[src/rtl/qam16_mapper_if.sv]
// QAM16 mapper bus: serial bit input handshake plus symbol-rate I/Q output.
// slave = mapper side, master = source/sink side.
interface qam16_mapper_if;
  logic       din;
  logic       din_valid;
  logic       din_ready;
  logic [2:0] di;
  logic [2:0] dq;
  logic       bitsync;
  logic       sym_valid;
  logic       underflow;

  modport slave (
    input  din, din_valid,
    output din_ready, di, dq,
    output bitsync, sym_valid, underflow
  );

  modport master (
    output din, din_valid,
    input  din_ready, di, dq,
    input  bitsync, sym_valid, underflow
  );
endinterface

[src/rtl/qam16_mapper.sv]
// Transmit QAM16 mapper: packs serial bits into 4-bit symbols, Gray/differential
// quadrant coding, emits 3-bit I/Q levels once per CLK_PER_SYM with bitsync.
module qam16_mapper #(
  parameter int CLK_PER_SYM = 8,
  parameter bit ZERO_STUFF  = 1'b1
) (
  input logic           clk,
  input logic           rst,
  qam16_mapper_if.slave bus
);

  localparam int CW = $clog2(CLK_PER_SYM);

  logic [CW-1:0] cnt_q;
  logic [3:0]    sr_q;
  logic [1:0]    bc_q;
  logic [3:0]    pend_q;
  logic          pend_full_q;
  logic [1:0]    qs_q;
  logic [2:0]    di_q, dq_q;
  logic          bitsync_q;
  logic          sym_valid_q;
  logic          underflow_q;

  logic          tick;
  logic          accept;
  logic          complete;
  logic [3:0]    sr_d;
  logic [1:0]    qs_d;
  logic [2:0]    bi, bq;
  logic [2:0]    di_d, dq_d;

  assign tick = (cnt_q == CW'(CLK_PER_SYM - 1));

  // 4th bit is held off only while pend is full and not drained this edge
  assign bus.din_ready = rst
    & ~((bc_q == 2'd3) & pend_full_q & ~tick);

  assign accept   = bus.din_valid & bus.din_ready;
  assign complete = accept & (bc_q == 2'd3);
  assign sr_d     = {sr_q[2:0], bus.din};

  // Gray dibit to quadrant step: 00->0 01->1 11->2 10->3
  assign qs_d = qs_q + {pend_q[3], pend_q[3] ^ pend_q[2]};

  assign bi = pend_q[0] ? 3'b011 : 3'b001;
  assign bq = pend_q[1] ? 3'b011 : 3'b001;

  // (I,Q) -> (-Q,I) per 90 degree CCW step
  always_comb begin
    di_d = bi;
    dq_d = bq;
    case (qs_d)
      2'd0: begin di_d = bi;      dq_d = bq;      end
      2'd1: begin di_d = 3'(-bq); dq_d = bi;      end
      2'd2: begin di_d = 3'(-bi); dq_d = 3'(-bq); end
      2'd3: begin di_d = bq;      dq_d = 3'(-bi); end
      default: ;
    endcase
  end

  always_ff @(posedge clk or negedge rst) begin
    if (!rst) begin
      cnt_q       <= '0;
      sr_q        <= '0;
      bc_q        <= '0;
      pend_q      <= '0;
      pend_full_q <= 1'b0;
      qs_q        <= '0;
      di_q        <= '0;
      dq_q        <= '0;
      bitsync_q   <= 1'b0;
      sym_valid_q <= 1'b0;
      underflow_q <= 1'b0;
    end else begin
      cnt_q <= tick ? '0 : cnt_q + 1'b1;

      if (accept) begin
        sr_q <= sr_d;
        bc_q <= bc_q + 2'd1;
      end

      if (tick) begin
        bitsync_q   <= 1'b1;
        sym_valid_q <= pend_full_q;
        underflow_q <= ~pend_full_q;
        pend_full_q <= 1'b0;
        if (pend_full_q) begin
          qs_q <= qs_d;
          di_q <= di_d;
          dq_q <= dq_d;
        end else begin
          di_q <= '0;
          dq_q <= '0;
        end
      end else begin
        bitsync_q   <= 1'b0;
        sym_valid_q <= 1'b0;
        underflow_q <= 1'b0;
        if (ZERO_STUFF) begin
          di_q <= '0;
          dq_q <= '0;
        end
      end

      // refill after the drain above, so a same-edge tick+fill works
      if (complete) begin
        pend_q      <= sr_d;
        pend_full_q <= 1'b1;
      end
    end
  end

  assign bus.di        = di_q;
  assign bus.dq        = dq_q;
  assign bus.bitsync   = bitsync_q;
  assign bus.sym_valid = sym_valid_q;
  assign bus.underflow = underflow_q;

endmodule

[src/flat_wrapper.sv]
// flat-port wrapper written by rule: the top's interface ports become plain ports
module qam16_mapper_flat 
#(
  parameter int CLK_PER_SYM = 8,
  parameter bit ZERO_STUFF  = 1'b1
)
  (clk, rst, bus_din, bus_din_valid, bus_din_ready, bus_di, bus_dq, bus_bitsync, bus_sym_valid, bus_underflow);
  qam16_mapper_if bus_i ();
  input logic clk;
  input logic rst;
  input wire logic [$bits(bus_i.din)-1:0] bus_din;
  input wire logic [$bits(bus_i.din_valid)-1:0] bus_din_valid;
  output wire logic [$bits(bus_i.din_ready)-1:0] bus_din_ready;
  output wire logic [$bits(bus_i.di)-1:0] bus_di;
  output wire logic [$bits(bus_i.dq)-1:0] bus_dq;
  output wire logic [$bits(bus_i.bitsync)-1:0] bus_bitsync;
  output wire logic [$bits(bus_i.sym_valid)-1:0] bus_sym_valid;
  output wire logic [$bits(bus_i.underflow)-1:0] bus_underflow;
  assign bus_i.din = bus_din;
  assign bus_i.din_valid = bus_din_valid;
  assign bus_din_ready = bus_i.din_ready;
  assign bus_di = bus_i.di;
  assign bus_dq = bus_i.dq;
  assign bus_bitsync = bus_i.bitsync;
  assign bus_sym_valid = bus_i.sym_valid;
  assign bus_underflow = bus_i.underflow;
  qam16_mapper #(.CLK_PER_SYM(CLK_PER_SYM), .ZERO_STUFF(ZERO_STUFF)) u_core (.clk(clk), .rst(rst), .bus(bus_i));
endmodule
[config.mk]
export PLATFORM = sky130hd
export DESIGN_NAME = qam16_mapper_flat
export DESIGN_NICKNAME = d
export VERILOG_FILES = /design/src/rtl/qam16_mapper_if.sv /design/src/rtl/qam16_mapper.sv /design/src/flat_wrapper.sv
export SDC_FILE = /design/constraint.sdc
export NUM_CORES = 1
export LEC_CHECK = 0
export CAP_MARGIN = 20
export CORE_MARGIN = 1
export CORE_UTILIZATION = 40
export DETAILED_ROUTE_END_ITERATION = 10
export GPL_TIMING_DRIVEN = 0
export PLACE_DENSITY = 0.71
export SLEW_MARGIN = 20
export SYNTH_ARGS = -nofsm -noshare
export SYNTH_HDL_FRONTEND = slang
export SYNTH_SLANG_ARGS = --single-unit
[constraint.sdc]
create_clock -name clk -period 3.6 [get_ports clk]
set_input_delay 0.72 -clock clk [delete_from_list [all_inputs] [get_ports clk]]
set_output_delay 0.72 -clock clk [all_outputs]
set_load 0.03 [all_outputs]
==> results.cfg, run 1 <==
; generated from flow reports
[run_status]
status = completed

[die]
initCoreUtil_pct = 43.0
dieArea_sq_um = 2620
dieHeight_um = 51.2

[global_route]
grt_usage_pct = 12.3
grt_pass1_wl_mm = 2.28
overflow = 0

[worst_setup_path]
worst_r2r_endpoint = u_core.bus.di[1]
crit_family = buffers and inverters
rrSetupSlack_ns = 1.62
worstPathMaxFanout = 6
start_kind = flip-flop
required_ns = 2.88
reg2reg_depth = 7
cpMostUsedCell = ha_1
cp_num_cells = 5

[logic_synthesis]
synthesis.area_sq_um = 968
yosys-stat-area_sq_um = 968
yosysUniqueCellTypes = 20

[final_layout]
fillCellCount = 213
diodes = 0
flow.area_growth_from_synthesis_pct = 18.9
layout-drive-gt1-share_pct = 20.9

[clock_network]
cts_tree = built
post_cts_buffers = 0
path_clk_slew_ns = 0.11

[pwr]
comb_cell_power_w = 0.000353
power-per-cell-area_nw_per_um2 = 704
p_leak_nw = 0.558
power.group.top = sequential cells
combPwrFrac_pct = 43.5
internal_power_w = 0.000514

[job]
cap_violations = 0

[drt]
wl_per_cell_um = 11.0
via_per_inst = 4.68
antenna_left = 0

[timing]
setup_viol = 0
hold_viol = 0
fmax_mhz = 353
final.period_utilization_pct = 78.8
rsz0062_at_grt = false

[placed_design]
dp_cells = 111
portBuffers = 13
## run 1: what timing repair did
item | 4_1_cts | 5_1_grt
endpoints found under the setup margin | 1 | 0
resized | 1 | 0
hold endpoints to repair | 0 | 0
## run 1: stage by stage
step | utilization (%) | TNS (ns) | setup slack [ns] | instance area, sq um | power (W)
after floorplan | - | 0 | 1.35 | 968 | 0.000635
after global placement | 50.3 | 0 | 0.0242 | 1130 | 0.000690
after detailed placement | 50.3 | -0.0195 | -0.0195 | 1130 | 0.000716
after CTS | 51.2 | 0 | 0.234 | 1150 | 0.000821
after global routing | 51.1 | 0 | 0.633 | 1150 | 0.000894
final | 51.1 | 0 | 0.764 | 1150 | 0.000810
## run 1: cells by family (layout without fill, tap and decap cells)
family,Yosys count,count (layout),synth area share (%)
adders and majority gates,8,8,10.3
xor gates and xnor gates,5,5,4.52
muxes,10,10,11.4
AOI/OAI and AO/OA,7,7,5.81
DFF,22,22,56.8
and+or+nand+nor,11,11,7.62
buffers and inverters,7,23,3.49
## run 1: layer usage
layer	up-vias	share of wire (%)	track usage [%]
met2	15	46	20.6
met5	-	0	0
met4	0	3.6	11.1
met3	4	4.0	2.08
li1	268	-	-
met1	246	46	13.2
## run 1: cells in the mapped netlist
library cell   n  area, sq um
inv_1          5         18.8
ha_1           8          100
dfrtp_1       22          551
a21oi_1        2         10.0
a221oi_1       2         17.5
xnor2_1        1         8.76
a21boi_0       1         7.51
and3_1         1         6.26
xor2_1         4         35.0
o21ai_0        1         5.00
nor2b_4        1         13.8
buf_4          2         15.0
a21oi_4        1         16.3
nor3b_4        1         18.8
nor2b_1        1         6.26
mux2_2         8         90.1
or2_2          1         6.26
mux2i_1        2         20.0
nor2_1         3         11.3
nand2_1        3         11.3
## run 1: registers in the layout, summed over array words and instances (netlist names)
name / cells
u_core.bus.di: 2
u_core.bus.bitsync: 1
u_core.pend_q: 4
u_core.bus.dq: 2
u_core.bus.underflow: 1
u_core.bus.sym_valid: 1
u_core.bc_q: 2
u_core.sr_q: 3
u_core.pend_full_q: 1
u_core.cnt_q: 3
u_core.qs_q: 2
## run 1: cell type report
cell class / instances / area, sq um / area share [%]
Tap cell: 28 / 35.0 / 3.04
Inverter: 5 / 18.8 / 1.63
Multi-Input combinational cell: 41 / 384 / 33.4
Timing Repair Buffer: 13 / 125 / 10.9
Sequential cell: 22 / 551 / 47.8
Clock buffer: 3 / 22.5 / 1.96
Buffer: 2 / 15.0 / 1.30
## run 1: worst max-delay path by stage
stage | from | endpoint
3_5_place_dp | rst | bus_din_ready
4_1_cts | rst | bus_din_ready
5_1_grt | rst | bus_din_ready
3_3_place_gp | rst | bus_din_ready
6_report | u_core.cnt_q[0] | bus_din_ready
2_1_floorplan | u_core.cnt_q[0] | bus_din_ready
## run 1: cells in the final DEF, fill, tap and decap left out
cell             count
a21boi_0             1
a21oi_1              2
a21oi_4              1
a221oi_1             2
and3_1               1
buf_2                1
buf_4                2
clkbuf_4             3
clkdlybuf4s50_1     12
dfrtp_1             22
ha_1                 8
inv_1                5
mux2_2               8
mux2i_1              2
nand2_1              3
nor2_1               3
nor2b_1              1
nor2b_4              1
nor3b_4              1
o21ai_0              1
or2_2                1
xnor2_1              1
xor2_1               4
**Run 1: cell sizes after repair**

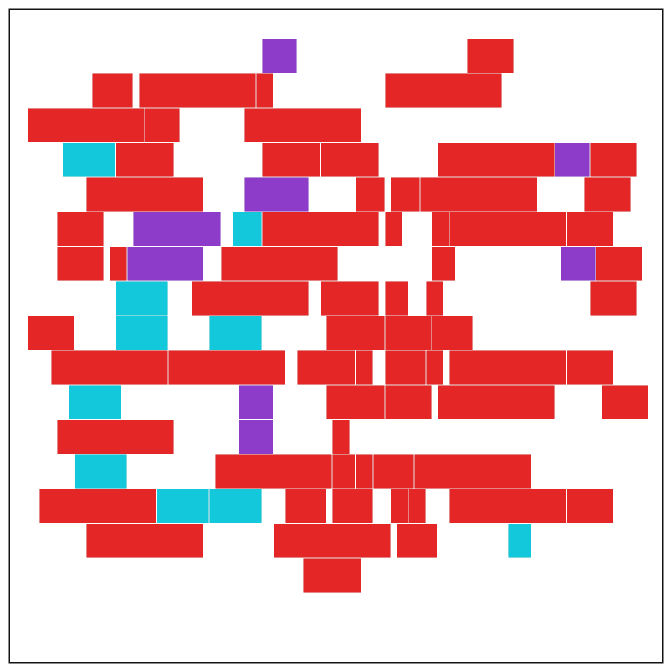
- drive 1 or less: red (cells 68)
- drive 2: cyan (cells 10)
- drive 3 to 4: purple (cells 8)

**Run 1: M1 wires**

Supply wires on this layer in grey. Cells faint in the background.
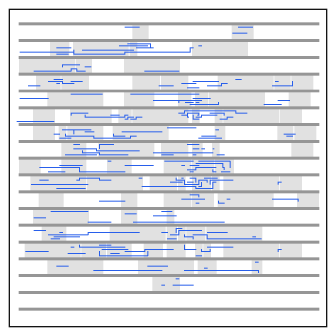
- main direction: horizontal
- share of all routed wire: 46%
- nets with wire on the layer: 81
- longest straight run: 14.7 um
- wire length on this layer: 578 um

**Run 1: routed clock nets over the placement**

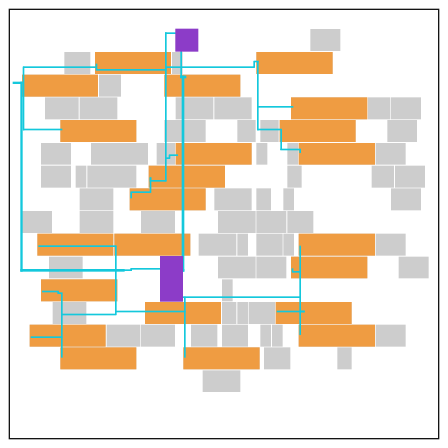
- cells driving clock nets: purple (count 3)
- clock wires: cyan (length 246 um)
- flip-flops: orange (count 22)
- routed clock nets: 4

**Run 1: the clock network**

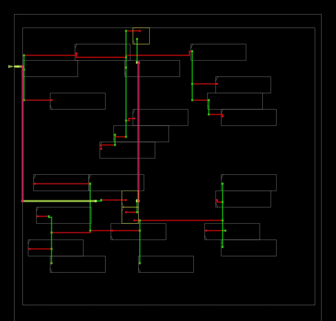

==> run 2: changes to the inputs <==
PLACE_DENSITY = 0.73   (was 0.71)
clock period = 2.4 ns   (was 3.6 ns; I/O delays follow)
**Run 2: the clock network**

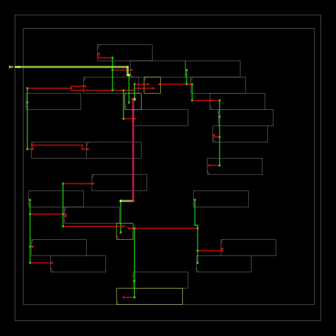
clock sinks: 22
Latency at later pin: 0.30 ns
number of clock-tree buffers in the layout: 3
clk pwr: 0.000279 W

**Run 2: cell sizes after repair**

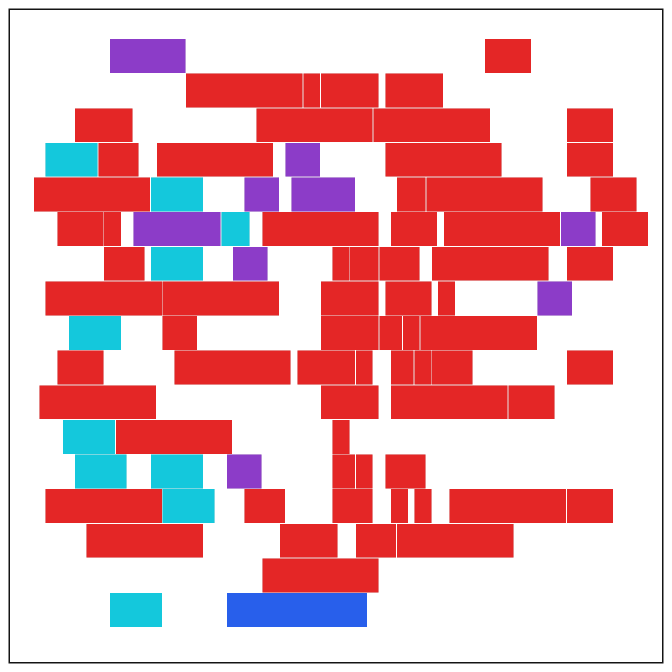
- drive 2: cyan (cells 10)
- drive 3 to 4: purple (cells 9)
- drive 6 and up: blue (cells 1)
- drive 1 or less: red (cells 68)

==> run 2 against run 1 <==
Compared with the run above:
- setup slack worse by 0.62 ns
- sequential power increased by 51%
- synthesized area is the same
- first-iteration DRC count shrank 75%
- register-to-register slack got worse by 1.3 ns
- hold slack got worse by 0.14 ns
==> results.cfg, run 2 <==
; generated from flow reports
[timing]
hold_viol = 0
layout_setup_ws_ns = 0.146
setup_viol = 0

[final_layout]
design_area_sq_um = 1190
largest_reg_flops = 4
layout_top_cell = dfrtp_1
layout.area.comb_sq_um = 384
seq_area_sq_um = 551
regMostFlops = u_core.pend_q
flow.area_growth_from_synthesis_pct = 23.3
layout-drive-gt1-share_pct = 22.7

[worst_setup_path]
rrSetupSlack_ns = 0.36
worst_r2r_endpoint = u_core.bus.dq[1]

[drt]
via_per_inst = 4.74
wl_per_cell_um = 11.2

[global_route]
grt_pass1_wl_mm = 2.28

[run_status]
status = completed

[logic_synthesis]
yosys-stat-area_sq_um = 968
netlist_top_cells_area = dfrtp_1 57%, ha_1 10%, mux2_2 9.3%
yosysMostFrequentCell = dfrtp_1
yosysTopAreaCell = dfrtp_1
synth-async-reset-ratio_pct = 100

[placed_design]
place_area_sq_um = 1130
dp_slack_ns = -0.729

[clock_network]
path_clk_slew_ns = 0.12

[job]
cap_violations = 0
-- run 2: area by class of cell --
type	instances	area share [%]
inverter	5	1.57
clock buffer	3	1.89
multi-input combinational	41	32.2
buffer	2	1.26
tap	28	2.94
sequential	22	46.1
timing repair buffer	14	11.5
clock inverter	1	2.52
-- run 2: cell families after synthesis --
kind of cell,Yosys count,share of synthesized area [%]
AOI/OAI and AO/OA,7,5.81
xor gates and xnor gates,5,4.52
adders and majority gates,8,10.3
buffers and inverters,7,3.49
DFF,22,56.8
muxes,10,11.4
and+or+nand+nor,11,7.62
-- run 2: timing repair --
item / CTS / global route
buffers inserted: 0 / 1
setup endpoints to repair: 9 / 1
gates resized: 4 / 0
-- run 2: critical path, stage by stage (launching register included) --
cell           delay, ns
dfrtp_1             0.40
ha_1                0.20
ha_1                0.26
nor2b_4             0.15
a21boi_0            0.09
dlygate4sd2_1       0.37
-- run 2: worst max-delay path by stage --
| stage | endpoint | startpoint |
|---|---|---|
| after floorplan | bus_din_ready | u_core.cnt_q[0] |
| after global placement | bus_din_ready | rst |
| after detailed placement | bus_din_ready | rst |
| after CTS | bus_din_ready | u_core.cnt_q[0] |
| after global routing | bus_din_ready | u_core.cnt_q[0] |
| final | bus_din_ready | u_core.cnt_q[0] |
-- run 2: power by group --
part / internal [W] / leakage, nW / switching (W)
clock network: 0.000169 / 0.0279 / 0.000110
registers: 0.000461 / 0.281 / 0.0000718
logic: 0.000252 / 0.271 / 0.000276
-- run 2: per-stage QoR --
stage               cells  setup TNS (ns)  power [W]
floorplan              70               0   0.000953
global placement      111           -3.70    0.00103
detailed placement    111           -4.72    0.00107
CTS                   115               0    0.00135
global route          116               0    0.00145
finish                116               0    0.00134
-- run 2: routing by layer --
layer  wire length [um]  GRT usage (%)  vias up
li1                   -              -      273
met1                562           13.5      261
met2                663           20.8       14
met3                 55           2.68        2
met4                 17           7.87        0
met5                  0              0        -
No activity file was given, so power comes from the tool's default toggle rates.
